`src/rtl/prince_decrypt.sv`:
```
// Iterative PRINCE block decryptor: one round per clock, 12-edge latency from accept to done.
// Runs the PRINCE core with k1^ALPHA and swaps the whitening keys (k0' in, k0 out).
module prince_decrypt #(
    parameter logic [63:0] ALPHA = 64'hc0ac29b7c97c50dd
) (
    input  logic         clk,
    input  logic         reset,
    input  logic         start,
    input  logic [63:0]  ciphertext,
    input  logic [127:0] key,
    output logic         busy,
    output logic         done,
    output logic [63:0]  plaintext
);

    typedef enum logic {IDLE, RUN} state_t;

    // S-box tables packed so that entry n sits at bits [4n +: 4].
    localparam logic [63:0] SBOX    = 64'h4d5e087619ca23fb;
    localparam logic [63:0] SBOXINV = 64'h1ce5046a98df237b;

    state_t      r_state;
    state_t      w_nextState;
    logic [3:0]  r_rnd;
    logic [63:0] r_st;
    logic [63:0] r_k0;
    logic [63:0] r_kd;
    logic [63:0] r_plaintext;
    logic        r_done;
    logic [63:0] w_k0Prime;
    logic [63:0] w_init;
    logic [63:0] w_sOut;
    logic [63:0] w_roundOut;

    function automatic logic [63:0] subNibbles(input logic [63:0] x, input logic inv);
        logic [63:0] y;
        y = '0;
        for (int n = 0; n < 16; n++) begin
            y[4*n +: 4] = inv ? SBOXINV[4*x[4*n +: 4] +: 4] : SBOX[4*x[4*n +: 4] +: 4];
        end
        return y;
    endfunction

    // Each output bit is the XOR of the same bit position in three of the four input nibbles.
    function automatic logic [15:0] mHat(input logic [15:0] x, input int sel);
        logic [15:0] y;
        y = '0;
        for (int i = 0; i < 4; i++) begin
            for (int j = 0; j < 4; j++) begin
                for (int b = 0; b < 4; b++) begin
                    if (((i + b + sel) % 4) != j) begin
                        y[15 - 4*i - j] = y[15 - 4*i - j] ^ x[15 - 4*b - j];
                    end
                end
            end
        end
        return y;
    endfunction

    function automatic logic [63:0] mPrime(input logic [63:0] x);
        return {mHat(x[63:48], 0), mHat(x[47:32], 1), mHat(x[31:16], 1), mHat(x[15:0], 0)};
    endfunction

    // Nibble 0 is the most significant; forward picks nibble 5i, inverse picks 13i (mod 16).
    function automatic logic [63:0] shiftRows(input logic [63:0] x, input logic inv);
        logic [63:0] y;
        int          src;
        y = '0;
        for (int i = 0; i < 16; i++) begin
            src = inv ? ((13 * i) % 16) : ((5 * i) % 16);
            y[60 - 4*i +: 4] = x[60 - 4*src +: 4];
        end
        return y;
    endfunction

    function automatic logic [63:0] rcConst(input logic [3:0] idx);
        case (idx)
            4'd1:    return 64'h13198a2e03707344;
            4'd2:    return 64'ha4093822299f31d0;
            4'd3:    return 64'h082efa98ec4e6c89;
            4'd4:    return 64'h452821e638d01377;
            4'd5:    return 64'hbe5466cf34e90c6c;
            4'd6:    return 64'h7ef84f78fd955cb1;
            4'd7:    return 64'h85840851f1ac43aa;
            4'd8:    return 64'hc882d32f25323c54;
            4'd9:    return 64'h64a51195e0e3610d;
            4'd10:   return 64'hd3b5a399ca0c2399;
            4'd11:   return 64'hc0ac29b7c97c50dd;
            default: return 64'h0;
        endcase
    endfunction

    assign w_k0Prime = {key[64], key[127:65]} ^ {63'b0, key[127]};
    assign w_init    = ciphertext ^ w_k0Prime ^ key[63:0] ^ ALPHA ^ rcConst(4'd0);

    always_comb begin
        w_sOut     = subNibbles(r_st, 1'b0);
        w_roundOut = r_st;
        if (r_rnd <= 4'd5) begin
            w_roundOut = shiftRows(mPrime(w_sOut), 1'b0) ^ rcConst(r_rnd) ^ r_kd;
        end else if (r_rnd == 4'd6) begin
            w_roundOut = subNibbles(mPrime(w_sOut), 1'b1);
        end else begin
            w_roundOut = subNibbles(mPrime(shiftRows(r_st ^ r_kd ^ rcConst(r_rnd - 4'd1), 1'b1)), 1'b1);
        end
    end

    always_ff @(posedge clk) begin
        if (reset) begin
            r_state <= IDLE;
        end else begin
            r_state <= w_nextState;
        end
    end

    always_comb begin
        w_nextState = r_state;
        case (r_state)
            IDLE:    if (start) w_nextState = RUN;
            RUN:     if (r_rnd == 4'd11) w_nextState = IDLE;
            default: w_nextState = IDLE;
        endcase
    end

    always_comb begin
        busy = (r_state == RUN);
    end

    always_ff @(posedge clk) begin
        if (reset) begin
            r_rnd       <= 4'd0;
            r_st        <= '0;
            r_k0        <= '0;
            r_kd        <= '0;
            r_plaintext <= '0;
            r_done      <= 1'b0;
        end else begin
            r_done <= 1'b0;
            if (r_state == IDLE) begin
                if (start) begin
                    r_k0  <= key[127:64];
                    r_kd  <= key[63:0] ^ ALPHA;
                    r_st  <= w_init;
                    r_rnd <= 4'd1;
                end
            end else begin
                r_st <= w_roundOut;
                if (r_rnd == 4'd11) begin
                    r_plaintext <= w_roundOut ^ rcConst(4'd11) ^ r_kd ^ r_k0;
                    r_done      <= 1'b1;
                    r_rnd       <= 4'd0;
                end else begin
                    r_rnd <= r_rnd + 4'd1;
                end
            end
        end
    end

    assign done      = r_done;
    assign plaintext = r_plaintext;

endmodule

```
`config.mk`:
```
export PLATFORM = sky130hd
export DESIGN_NAME = prince_decrypt
export DESIGN_NICKNAME = d
export VERILOG_FILES = /design/src/rtl/prince_decrypt.sv
export SDC_FILE = /design/constraint.sdc
export NUM_CORES = 1
export LEC_CHECK = 0
export CAP_MARGIN = 20
export CORE_MARGIN = 1.5
export CORE_UTILIZATION = 30
export CTS_BUF_LIST = sky130_fd_sc_hd__clkbuf_8 sky130_fd_sc_hd__clkbuf_16
export DETAILED_ROUTE_END_ITERATION = 7
export HOLD_SLACK_MARGIN = 0.15
export SYNTH_ARGS = -nofsm -noshare
export SYNTH_HDL_FRONTEND = slang
export SYNTH_SLANG_ARGS = --single-unit
```
`constraint.sdc`:
```
create_clock -name clk -period 6.3 [get_ports clk]
set_input_delay 1.26 -clock clk [delete_from_list [all_inputs] [get_ports clk]]
set_output_delay 1.26 -clock clk [all_outputs]
set_load 0.01 [all_outputs]
```
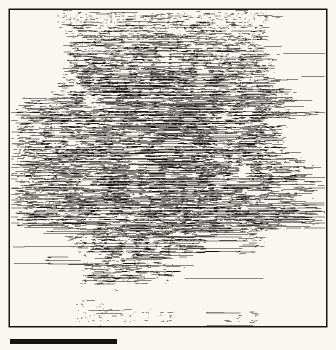
*Met1 routing*
Bar = 100 µm.
nets with wire on the layer	3255
share of all routed wire	45%
wire length on this layer	45.2 mm
final wirelength: 101000 µm
Vias: 22795

==> flow_summary.ini <==
; yosys + openroad results
[setup_path]
cp.depth = 17
crit_path_max_incr_delay_ps = 570
worst_path_max_delay_cell = or4_1
cp.arrival_ps = 5890
path_max_fanout = 15
cp_cell_sequence = inv_1, ha_1, inv_1, ha_1, buf_4, nor2b_1, a32o_1, a311oi_4, xnor2_1, xnor2_1, xor2_1, nand2_1, o21a_1, ha_1, or4_1, a31o_1, a32o_1
r2r_start = r_rnd[1]$_SDFFE_PP0N_
end_kind = flop
crit_top_cell = ha_1
critPathLaunchType = flop
crit_buf_inv = 3

[final_timing]
rsz0062_at_grt = false
layout_min_cycle_time_ps = 5430
skew_ps = 33.0
fin_tns_setup_ps = 0
timing.final.crit_share_pct = 86.3
finalWorstSetupSlack_ps = 866
relSlewSlack_pct = 29.3
worst_slew_pin_slew_ps = 1050
drv_slew = 0

[placed_design]
place_ws_ps = 1020
io_buffers = 260
post-place-cells = 4346
dp_hpwl_um = 80100

[finish]
finalNonFillerCells = 4411
area_growth_pct = 19.9
inverters_excl_clock = 146
sh_comb_area_pct = 60.2
largest_cell_class = combinational gates
logic_area_um2 = 18500
clk_share_pct = 4.25
flop_area_um2 = 6030
layout_top_cell = xnor2_1
layout-drive-gt1-share_pct = 6.80
seq_cells = 301
fillers = 8813
lay_top_cells = 461 x xnor2_1, 361 x nand2_1, 300 x dfxtp_1
clkbuf_count = 46

[logic_synthesis]
synth-simple-area-share_pct = 13.1
synth_cell_types = 96
aoi_share_pct = 17.7
flop_cell = dfxtp_1
synth_warnings = 0
top_cell = xnor2_1
synth_seq_share_pct = 23.5
yosys_area_um2 = 25700
avgSynthCellArea_um2 = 8.39
synth-async-reset-ratio_pct = 0
synth_nets = 3444

[clocking]
tritoncts = yes
cts_buffer_depth = 3
cts_hold_buf = 0
ctsResizeCount = 0
cts_setup_buffers = 0
cts.clk_slew.worst_paths_ps = 60
cts_buffers = 38

[power_and_ir_drop]
powerSeq_mw = 2.46
p_comb_mw = 11.7
seqPwrFrac_pct = 14.9

[hold_path]
hp-class = reg -> reg

[global_route]
grt_max_degree = 109
grt-busiest-layer = met2
use_met1_pct = 31.0
overflow = 0

[run]
warnings = 181
maxCapViolations = 0

[floorplan]
die_h_um = 296
taps = 1144
chipArea_um2 = 87300
rows = 107
core_um2 = 85000

[detailed_routing]
final_antenna_net_count = 0
drc_errors = 0
drt_pass1_iterations = 5
drtIter0Drc = 1864

[status]
status = finished, final reports clean
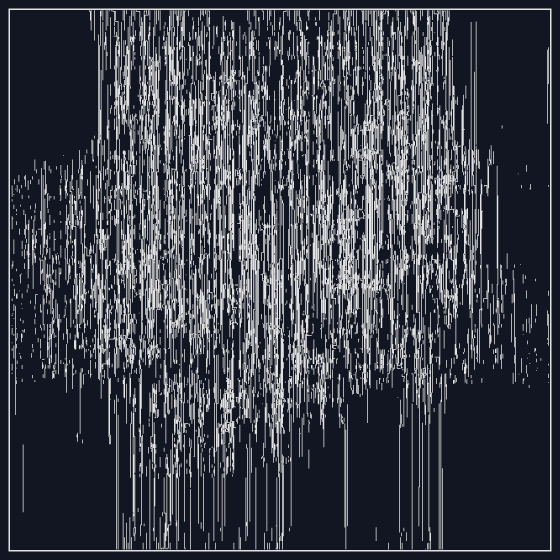
*The metal 2 layer*
longest straight run	95.5 µm
wire length on this layer	45.7 mm
met2 usage: 36.2%

